File: src/rtl/hamming_serial_encoder_p_if.sv
// Bit-serial handshake bundle for hamming_serial_encoder_p.
// The master side is the data source and line driver; the slave side is the encoder.
interface hamming_serial_encoder_p_if;
  logic SERIAL_IN;
  logic IN_VALID;
  logic IN_READY;
  logic SERIAL_OUT;
  logic OUT_VALID;
  logic OUT_READY;
  logic CW_DONE;
  logic BUSY;

  modport master (
    output SERIAL_IN, IN_VALID, OUT_READY,
    input  IN_READY, SERIAL_OUT, OUT_VALID, CW_DONE, BUSY
  );

  modport slave (
    input  SERIAL_IN, IN_VALID, OUT_READY,
    output IN_READY, SERIAL_OUT, OUT_VALID, CW_DONE, BUSY
  );
endinterface

File: src/rtl/hamming_serial_encoder_p.sv
// Single-clock serial Hamming encoder. A collect register gathers K data bits while the
// shifter streams out the previous codeword, position 1 first, then the optional P0.
module hamming_serial_encoder_p #(
  parameter int unsigned M        = 4,
  parameter bit          EXTENDED = 1'b1
) (
  input logic                       CLK,
  input logic                       REST,
  input logic                       DEVICE_EN,
  hamming_serial_encoder_p_if.slave bus
);

  localparam int unsigned N   = (1 << M) - 1;
  localparam int unsigned K   = N - M;
  localparam int unsigned L   = N + (EXTENDED ? 1 : 0);
  localparam int unsigned ICW = $clog2(K + 1);
  localparam int unsigned OCW = $clog2(N + 2);

  // Codeword position (1-based) that holds data bit idx.
  function automatic int unsigned data_pos(input int unsigned idx);
    int unsigned cnt;
    int unsigned res;
    cnt = 0;
    res = 0;
    for (int unsigned pos = 1; pos < 64; pos++) begin
      if ((pos & (pos - 1)) != 0) begin
        if (cnt == idx && res == 0) res = pos;
        cnt++;
      end
    end
    return res;
  endfunction

  // Data bits covered by the parity bit at position 2^j.
  function automatic logic [K-1:0] par_mask(input int unsigned j);
    logic [K-1:0] m;
    m = '0;
    for (int unsigned i = 0; i < K; i++) begin
      if (((data_pos(i) >> j) & 1) != 0) m = m | (K'(1) << i);
    end
    return m;
  endfunction

  logic [K-1:0]   col_q, col_d;
  logic [ICW-1:0] in_cnt_q, in_cnt_d;
  logic           full_q, full_d;
  logic [L-1:0]   sh_q, sh_d;
  logic           loaded_q, loaded_d;
  logic [OCW-1:0] out_cnt_q, out_cnt_d;

  logic [N-1:0]   ham_vec;
  logic [L-1:0]   code_vec;
  logic           in_ready;
  logic           in_fire;
  logic           out_fire;
  logic           last_out;
  logic           xfer;

  for (genvar gi = 0; gi < K; gi++) begin : g_data
    assign ham_vec[data_pos(gi) - 1] = col_q[gi];
  end

  for (genvar gj = 0; gj < M; gj++) begin : g_par
    localparam logic [K-1:0] Mask = par_mask(gj);
    assign ham_vec[(1 << gj) - 1] = ^(col_q & Mask);
  end

  if (EXTENDED) begin : g_ext
    assign code_vec = {^ham_vec, ham_vec};
  end else begin : g_plain
    assign code_vec = ham_vec;
  end

  assign in_ready = DEVICE_EN & ~full_q & ~REST;
  assign in_fire  = in_ready & bus.IN_VALID;
  assign out_fire = DEVICE_EN & loaded_q & bus.OUT_READY;
  assign last_out = (out_cnt_q == OCW'(L - 1));
  // Reload on the same edge the final bit leaves, so back-to-back words stay gapless.
  assign xfer     = DEVICE_EN & full_q & (~loaded_q | (out_fire & last_out));

  always_comb begin
    col_d     = col_q;
    in_cnt_d  = in_cnt_q;
    full_d    = full_q;
    sh_d      = sh_q;
    loaded_d  = loaded_q;
    out_cnt_d = out_cnt_q;

    if (in_fire) begin
      col_d = {bus.SERIAL_IN, col_q[K-1:1]};
      if (in_cnt_q == ICW'(K - 1)) begin
        in_cnt_d = '0;
        full_d   = 1'b1;
      end else begin
        in_cnt_d = in_cnt_q + 1'b1;
      end
    end

    if (xfer) begin
      full_d    = 1'b0;
      sh_d      = code_vec;
      loaded_d  = 1'b1;
      out_cnt_d = '0;
    end else if (out_fire) begin
      if (last_out) begin
        sh_d      = '0;
        loaded_d  = 1'b0;
        out_cnt_d = '0;
      end else begin
        sh_d      = sh_q >> 1;
        out_cnt_d = out_cnt_q + 1'b1;
      end
    end
  end

  always_ff @(posedge CLK or posedge REST) begin
    if (REST) begin
      col_q     <= '0;
      in_cnt_q  <= '0;
      full_q    <= 1'b0;
      sh_q      <= '0;
      loaded_q  <= 1'b0;
      out_cnt_q <= '0;
    end else begin
      col_q     <= col_d;
      in_cnt_q  <= in_cnt_d;
      full_q    <= full_d;
      sh_q      <= sh_d;
      loaded_q  <= loaded_d;
      out_cnt_q <= out_cnt_d;
    end
  end

  assign bus.IN_READY   = in_ready;
  assign bus.SERIAL_OUT = loaded_q & sh_q[0];
  assign bus.OUT_VALID  = loaded_q;
  assign bus.CW_DONE    = out_fire & last_out;
  assign bus.BUSY       = (in_cnt_q != '0) | full_q | loaded_q;

endmodule
File: src/flat_wrapper.sv
// flat-port wrapper written by rule: the top's interface ports become plain ports
module hamming_serial_encoder_p_flat 
#(
  parameter int unsigned M        = 4,
  parameter bit          EXTENDED = 1'b1
)
  (CLK, REST, DEVICE_EN, bus_SERIAL_IN, bus_IN_VALID, bus_OUT_READY, bus_IN_READY, bus_SERIAL_OUT, bus_OUT_VALID, bus_CW_DONE, bus_BUSY);
  hamming_serial_encoder_p_if bus_i ();
  input logic CLK;
  input logic REST;
  input logic DEVICE_EN;
  input wire logic [$bits(bus_i.SERIAL_IN)-1:0] bus_SERIAL_IN;
  input wire logic [$bits(bus_i.IN_VALID)-1:0] bus_IN_VALID;
  input wire logic [$bits(bus_i.OUT_READY)-1:0] bus_OUT_READY;
  output wire logic [$bits(bus_i.IN_READY)-1:0] bus_IN_READY;
  output wire logic [$bits(bus_i.SERIAL_OUT)-1:0] bus_SERIAL_OUT;
  output wire logic [$bits(bus_i.OUT_VALID)-1:0] bus_OUT_VALID;
  output wire logic [$bits(bus_i.CW_DONE)-1:0] bus_CW_DONE;
  output wire logic [$bits(bus_i.BUSY)-1:0] bus_BUSY;
  assign bus_i.SERIAL_IN = bus_SERIAL_IN;
  assign bus_i.IN_VALID = bus_IN_VALID;
  assign bus_i.OUT_READY = bus_OUT_READY;
  assign bus_IN_READY = bus_i.IN_READY;
  assign bus_SERIAL_OUT = bus_i.SERIAL_OUT;
  assign bus_OUT_VALID = bus_i.OUT_VALID;
  assign bus_CW_DONE = bus_i.CW_DONE;
  assign bus_BUSY = bus_i.BUSY;
  hamming_serial_encoder_p #(.M(M), .EXTENDED(EXTENDED)) u_core (.CLK(CLK), .REST(REST), .DEVICE_EN(DEVICE_EN), .bus(bus_i));
endmodule
File: config.mk
export PLATFORM = sky130hd
export DESIGN_NAME = hamming_serial_encoder_p_flat
export DESIGN_NICKNAME = d
export VERILOG_FILES = /design/src/rtl/hamming_serial_encoder_p_if.sv /design/src/rtl/hamming_serial_encoder_p.sv /design/src/flat_wrapper.sv
export SDC_FILE = /design/constraint.sdc
export NUM_CORES = 1
export LEC_CHECK = 0
export ABC_AREA = 0
export CAP_MARGIN = 20
export CORE_MARGIN = 1
export CORE_UTILIZATION = 30
export DETAILED_ROUTE_END_ITERATION = 10
export MAX_ROUTING_LAYER = met4
export PLACE_DENSITY = 0.46
export SETUP_SLACK_MARGIN = 0.1
export SLEW_MARGIN = 10
export SYNTH_ARGS = -nofsm -noshare
export SYNTH_HDL_FRONTEND = slang
export SYNTH_SLANG_ARGS = --single-unit
File: constraint.sdc
create_clock -name CLK -period 1.5 [get_ports CLK]
set_input_delay 0.45 -clock CLK [delete_from_list [all_inputs] [get_ports CLK]]
set_output_delay 0.45 -clock CLK [all_outputs]
set_load 0.01 [all_outputs]
Figure 1. Clock nets (run 1).
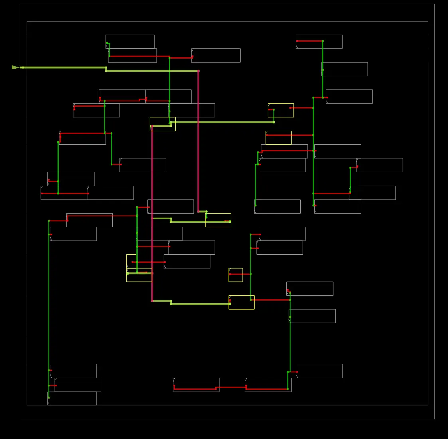
Late-Pin Clk Latency: 0.30 ns
Sink Count: 38
clock buffer count from CTS: 5
number of sequential cells: 38

Figure 2. Clock distribution (run 1).
Drawn at 6 px/um.
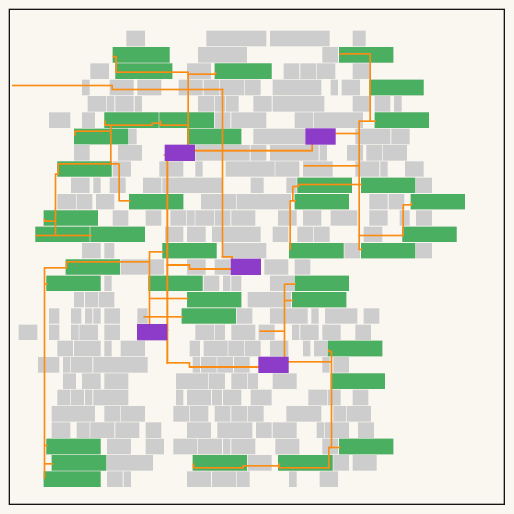
[cells driving clock nets] purple | count: 5
[clock wires] orange | length: 525 um
[flip-flops] green | count: 38
flops lie: all over the die

Figure 3. Wires at chosen ports, followed through buffers (run 1).
Drawn at 4 px/um.
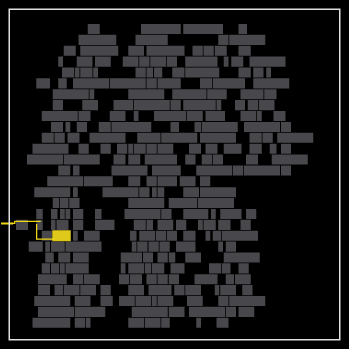
| port | colour | bits | direction | edge | end cells | buffers | wire |
|---|---|---|---|---|---|---|---|
| bus_IN_READY | yellow | 1 | output | left | 1 | 1 | 16.0 um |

Figure 4. Cells coloured by class (run 1).
Drawn at 4 px/um. Fill, decap, tap and diode cells in grey.
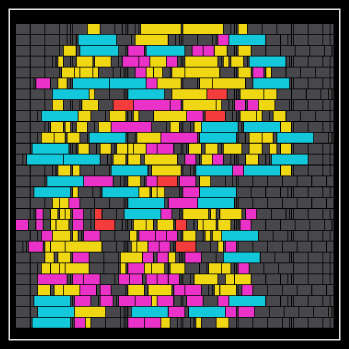
| class | colour | cells | share of their area |
|---|---|---|---|
| all other logic | yellow | 142 | 42% |
| other buffers and delay cells | magenta | 78 | 25% |
| flip-flops | cyan | 38 | 31% |
| clock drivers and dummy loads | red | 8 | 3.0% |

-- run 1: repair_timing --
| item | CTS | global route |
|---|---|---|
| gates cloned | 2 | 4 |
| resized | 107 | 51 |
| buffers inserted | 16 | 3 |
| endpoints found under the setup margin | 43 | 43 |
| pin swaps | 18 | 26 |
-- run 1: worst min-delay path by stage --
stage                                    end             from  cells past startpoint
final                     u_core.in_cnt_q[2]             REST                      4
after CTS                    u_core.sh_q[11]  u_core.sh_q[12]                      2
after global routing      u_core.in_cnt_q[3]             REST                      4
after detailed placement     u_core.sh_q[15]  u_core.sh_q[15]                      2
after global placement       u_core.sh_q[15]  u_core.sh_q[15]                      2
after floorplan              u_core.sh_q[15]  u_core.sh_q[15]                      2
-- run 1: metrics by stage --
stage,utilization,power [mW],TNS [ns],instances,worst slack [ns]
final,0.531,6.72,-2.46,341,-0.267
after global routing,0.531,7.09,-5.05,341,-0.326
after CTS,0.486,6.25,-2.90,336,-0.271
after detailed placement,0.413,5.06,-18.26,313,-0.786
after global placement,0.413,5.03,-17.18,313,-0.770
after floorplan,-,3.76,-0.0618,189,-0.0618
-- run 1: registers in the layout, indices dropped and copies added, names as in the netlist --
| register | flops |
|---|---|
| u_core.col_q | 11 |
| u_core.sh_q | 16 |
| u_core.out_cnt_q | 5 |
| u_core.in_cnt_q | 4 |
| u_core.bus.OUT_VALID | 1 |
| u_core.full_q | 1 |
-- run 1: worst max-delay path, delay by kind of cell (launching register included) --
family        cells  cell delay (ns)
flops             1             0.38
fa+ha+maj         1             0.19
simple gates      2             0.31
buf+inv           2             0.15
-- run 1: cells by family after synthesis --
group / synth area share
compound gates: 0.177
simple gates: 0.115
flops: 0.492
buf+inv: 0.0550
xor+xnor: 0.149
mux: 0.00582
fa+ha+maj: 0.00647
==> flow_summary.ini, run 1 <==
; synthesis and place-and-route metrics
[routing]
dr_wl_met3_um = 145
via_count = 1714
top_layer_used = met4
dr.pass1.iters = 4
first_iter_violations = 40
met2WireLength_mm = 2.87
detail-route-antenna-nets = 0
route.detailed.drc = 0
wl_mm = 5.45
drt-vias-per-instance = 5.03
met1Wirelength_mm = 2.36

[power]
pg_seq_mw = 1.81
p_clk_mw = 0.744
p_per_area_nw_per_um2 = 2090
pwr-share-clk = 0.111
pg_comb_mw = 4.16
ir_drop_mv = 1.05
power.share.switching = 0.359
p_sw_mw = 2.41
top_power_group = combinational cells
comb_power_share = 0.619
p_seq_frac = 0.270

[critical_path]
critPathKind = reg -> out
crit_path_start = u_core.out_cnt_q[0]
regToRegSetupSlack_ns = -0.22
cp.required_ns = 1.05
crit_fanout = 2
arrival_ns = 1.32
start_kind = register
reg2reg_depth = 5
slowest_delay_ns = 0.38
endpoint = bus_CW_DONE
reg2reg_from = u_core.col_q[8]
crit_path_end_kind = primary output
critPathSlowestCell = dfrtp_1

[die]
taps = 75
die_h_um = 82.3
chipArea_um2 = 6770
core-area_um2 = 6060
fp_util = 0.319
num_rows = 28
pin_count = 11

[global_route]
globalRouteMet2Util = 0.284
grt-ovfl-total = 0
grt_busiest_layer = met2
antenna_found_initial = 0
grt_pass1_wl_mm = 8.15
grt_util_met3 = 0.0462
grt_use_total = 0.172
met1_usage = 0.202
first_global_vias = 1751

[cells_and_area]
final_layout_top_logic_cells = 42 x buf_4, 34 x dfrtp_1, 24 x o21ai_2
diodes = 0
fillCellCount = 526
n_all_buffers = 78
comb_share = 0.388
area_growth_syn_to_layout_pct = 66.4
layout_top_cell = buf_4
drive_gt1_frac = 0.571
seq_area_frac = 0.297
fin_nets = 272
logic_gate_count = 127
buffer_area_frac = 0.239
final_area_um2 = 3220
nClkBuffers = 6

[final_timing]
finalSetupViolations = 31
max_freq_mhz = 566
maxSlewViolCount = 0
tightest_slew_ns = 0.420
relSlewSlack = 0.720
hold_slack_ns = 0.506
final_hold_viol_count = 0
finalWorstSetupSlack_ns = -0.267
finalCriticalPeriod_ns = 1.77
rsz0062_at_grt = yes
fin_skew_ns = 0.00762

[logic_synthesis]
synth-main-ff-cell = dfrtp_1
synth-seq-cells = 38
yosys_cells = 189
common_cells = 38 x dfrtp_1, 29 x o21ai_0, 24 x nand2_1, 15 x inv_1, 13 x a22oi_1
most_common_cell = dfrtp_1
synth_area_um2 = 1930
synth-async-reset-ratio = 1.00
syn_area_per_cell_um2 = 10.2
postSynthSeqShare = 0.492
ys_types = 34
edf_count = 0
synth_top_area_share = 0.492
synth.largest_area_cell = dfrtp_1
postSynthCellCount = 189
synthesis.nets = 196

[run]
cap_viol_max_count = 0
tool_warnings = 29

[place]
io_buffers = 10
placed_cell_area_um2 = 2500
hpwl_mm = 3.29

[clock_tree]
cts_tree = done
hold_buffers = 0
cts.path.max_buffers = 2
cts_root_buffer = clkbuf_8
cts.clk_slew.worst_paths_ns = 0.07
htreeDepth = 2

[outcome]
violations = negative setup slack
status = finished with violations

[hold_path]
hold_path_class = in -> async
Figure 5. Metal 2 (run 1).
Drawn at 6 px/um.
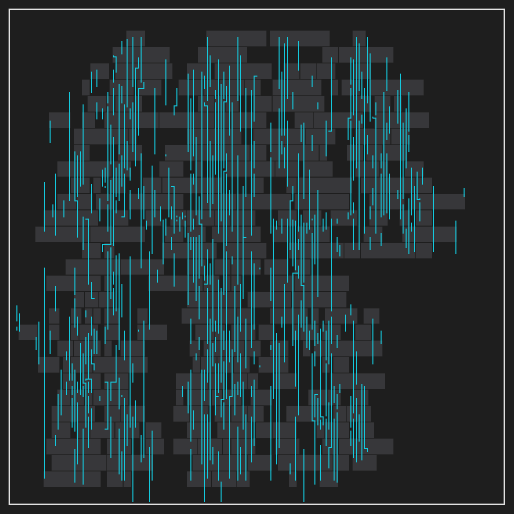

## Run 2: what changed since run 1
--- a/config.mk
+++ b/config.mk
@@ -12,7 +12,6 @@
 export DETAILED_ROUTE_END_ITERATION = 10
 export MAX_ROUTING_LAYER = met4
 export PLACE_DENSITY = 0.46
-export SETUP_SLACK_MARGIN = 0.1
 export SLEW_MARGIN = 10
 export SYNTH_ARGS = -nofsm -noshare
 export SYNTH_HDL_FRONTEND = slang
Figure 6. Metal 2 (run 2).
Drawn at 6 px/um.
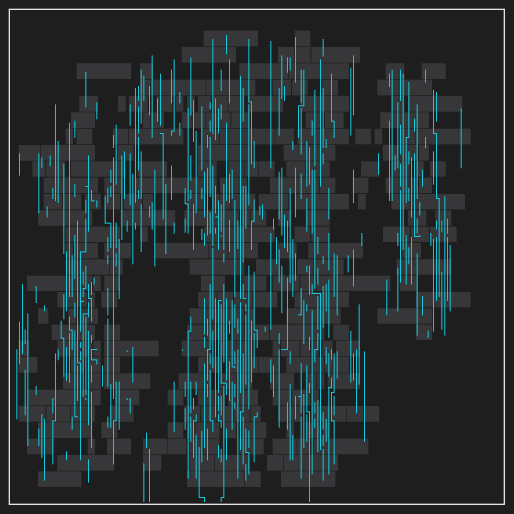
nets with wire on the layer: 247
longest straight run: 40.1 um
main direction: vertical

==> run 2 against run 1 <==
  * The flow still finishes with violations (negative setup slack)
  * Count of clock-buffer cells in the layout fell by 1
  * Sequential share of layout area rose by 0.91 points
  * Via count up 0.76%
  * Worst setup slack lost 0.030 ns
  * Register-to-register slack hardly changed
  * Routed wire length about the same
  * Global-route usage is 0.15 points lower
  * Die size is the same
  * Synthesized area unchanged
  * Critical endpoint unchanged
  * Largest power group unchanged
==> flow_summary.ini, run 2 <==
; synthesis and place-and-route metrics
[outcome]
status = finished with violations
violations = negative setup slack

[final_timing]
max_freq_mhz = 556
hold_slack_ns = 0.508
rsz0062_at_grt = yes
finalWorstSetupSlack_ns = -0.297
maxSlewViolCount = 0
final_hold_viol_count = 0
finalSetupViolations = 22
fin_skew_ns = 0.00749
tightest_slew_ns = 0.296

[cells_and_area]
fillCellCount = 564
stdcell_count = 345
largest_reg_flops = 16
final_layout_top_logic_cells = 49 x buf_4, 36 x dfrtp_1, 22 x o21ai_2, 22 x buf_6, 14 x inv_1
fin_nets = 276
area_growth_syn_to_layout_pct = 61.0
drive_gt1_frac = 0.552
layout_top_cell = buf_4
largestRegisters = u_core.sh_q x16, u_core.col_q x11, u_core.out_cnt_q x5
diodes = 0
top_register = u_core.sh_q

[clock_tree]
cts.path.max_buffers = 2
hold_buffers = 0
cts.clk_slew.worst_paths_ns = 0.08
clkLatencyLatePin_ns = 0.30
numCtsBuffers = 5
cts.sinks = 38
cts_tree = done
htreeDepth = 2

[routing]
dr.pass1.iters = 4
detail-route-antenna-nets = 0
via_count = 1727
drt-vias-per-instance = 5.01
met2WireLength_mm = 2.79
dr_wl_met3_um = 141
first_iter_violations = 76
wl_per_cell_um = 15.8
wl_mm = 5.44
route.detailed.drc = 0
met1Wirelength_mm = 2.44
top_layer_used = met4

[global_route]
grt_pass1_wl_mm = 8.18
antenna_found_initial = 0
grt_util_met3 = 0.0418
met1_usage = 0.203
globalRouteMet2Util = 0.284
first_global_vias = 1711
grt_use_total = 0.171
grt_busiest_layer = met2
grt-ovfl-total = 0

[run]
tool_warnings = 29
cap_viol_max_count = 0

[logic_synthesis]
synth-seq-cells = 38
synth_area_um2 = 1930
ys_warn_count = 0
synth_top_area_share = 0.492
ys_sh_aoi = 0.177
yosys_cells = 189
syn_area_per_cell_um2 = 10.2
edf_count = 0
mux_area_frac = 0.00583
logic_family = AND-OR/OR-AND gates
common_cells = 38 x dfrtp_1, 29 x o21ai_0, 24 x nand2_1, 15 x inv_1, 13 x a22oi_1
ys_types = 34
most_common_cell = dfrtp_1
synth.largest_area_cell = dfrtp_1
synthXorXnorAreaFrac = 0.149
synthesis.nets = 196
postSynthCellCount = 189
postSynthSeqShare = 0.492
synth-main-ff-cell = dfrtp_1
synthSimpleGateAreaFrac = 0.115
synthAdderAreaFrac = 0.00647

[power]
power.share.switching = 0.351
pg_comb_mw = 4.30
pwr-share-clk = 0.108
p_seq_frac = 0.264
finalPower_mw = 6.85
top_power_group = combinational cells
ir_drop_mv = 1.11
pg_seq_mw = 1.81
p_per_area_nw_per_um2 = 2200
comb_power_share = 0.628
p_clk_mw = 0.738
p_sw_mw = 2.41

[die]
die_h_um = 82.3
num_rows = 28
pin_count = 11
fp_util = 0.319
chipArea_um2 = 6770
core-area_um2 = 6060

[critical_path]
critPathKind = reg -> out
cp.required_ns = 1.05
crit_fanout = 2
crit_path_end_kind = primary output
arrival_ns = 1.35
start_kind = register

[place]
post-place-cells = 314
placed_cell_area_um2 = 2490
hpwl_mm = 3.36
io_buffers = 10

[hold_path]
hold_path_class = in -> async
Figure 7. Wires at chosen ports, followed through buffers (run 2).
Drawn at 4 px/um.
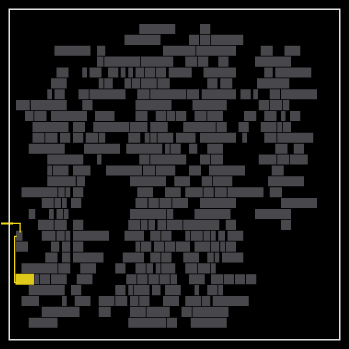
| port | colour | bits | direction | edge | end cells | buffers | wire |
|---|---|---|---|---|---|---|---|
| bus_IN_READY | yellow | 1 | output | left | 1 | 1 | 17.2 um |

## run 2: cell counts after synthesis
No cell type changed its count.
## run 2: path summary, 6_finish.rpt
path | startpoint | endpoint | slack (ns) | depth (start not counted)
min in group CLK | u_core.sh_q[13] | u_core.sh_q[12] | 0.51 | 2
hold / removal | REST | u_core.bus.OUT_VALID | 0.51 | 4
hold reg to reg | u_core.sh_q[13] | u_core.sh_q[12] | 0.51 | 2
max in group asynchronous | REST | u_core.sh_q[5] | 0.79 | 4
setup reg to reg | u_core.col_q[0] | u_core.sh_q[15] | -0.23 | 5
setup / recovery | u_core.out_cnt_q[0] | bus_CW_DONE | -0.30 | 5
## run 2: timing repair
| action | 4_1_cts | 5_1_grt |
|---|---|---|
| resized | 74 | 70 |
| pin swaps | 13 | 19 |
| buffers inserted | 13 | 8 |
| setup endpoints to repair | 42 | 42 |
| cloned | 2 | 4 |
## run 2: through the flow
stage          setup slack (ns)  TNS [ns]  utilization
6_report                 -0.297     -2.14        0.514
5_1_grt                  -0.358     -4.51        0.514
4_1_cts                  -0.292     -1.26        0.462
3_5_place_dp             -0.797    -19.27        0.411
3_3_place_gp             -0.762    -17.96        0.411
2_1_floorplan           -0.0618   -0.0618            -
## run 2: worst max-delay path, stage by stage (launching register included)
cell and delay (ns):
dfrtp_1 0.40, ha_2 0.19, and4b_2 0.23, nand2_2 0.08
inv_2 0.04, buf_6 0.11
## run 2: area by class of cell
| class | count | area (um^2) | share of cell area |
|---|---|---|---|
| clock buffer | 5 | 68.8 | 0.0221 |
| clock inverter | 3 | 21.3 | 0.00683 |
| inverter | 15 | 56.3 | 0.0181 |
| multi-input combinational | 127 | 1150 | 0.371 |
| sequential | 38 | 953 | 0.306 |
| tap | 75 | 93.8 | 0.0301 |
| timing repair buffer | 82 | 764 | 0.246 |
Power figures rest on the tool's default switching activity, not on a simulated workload.
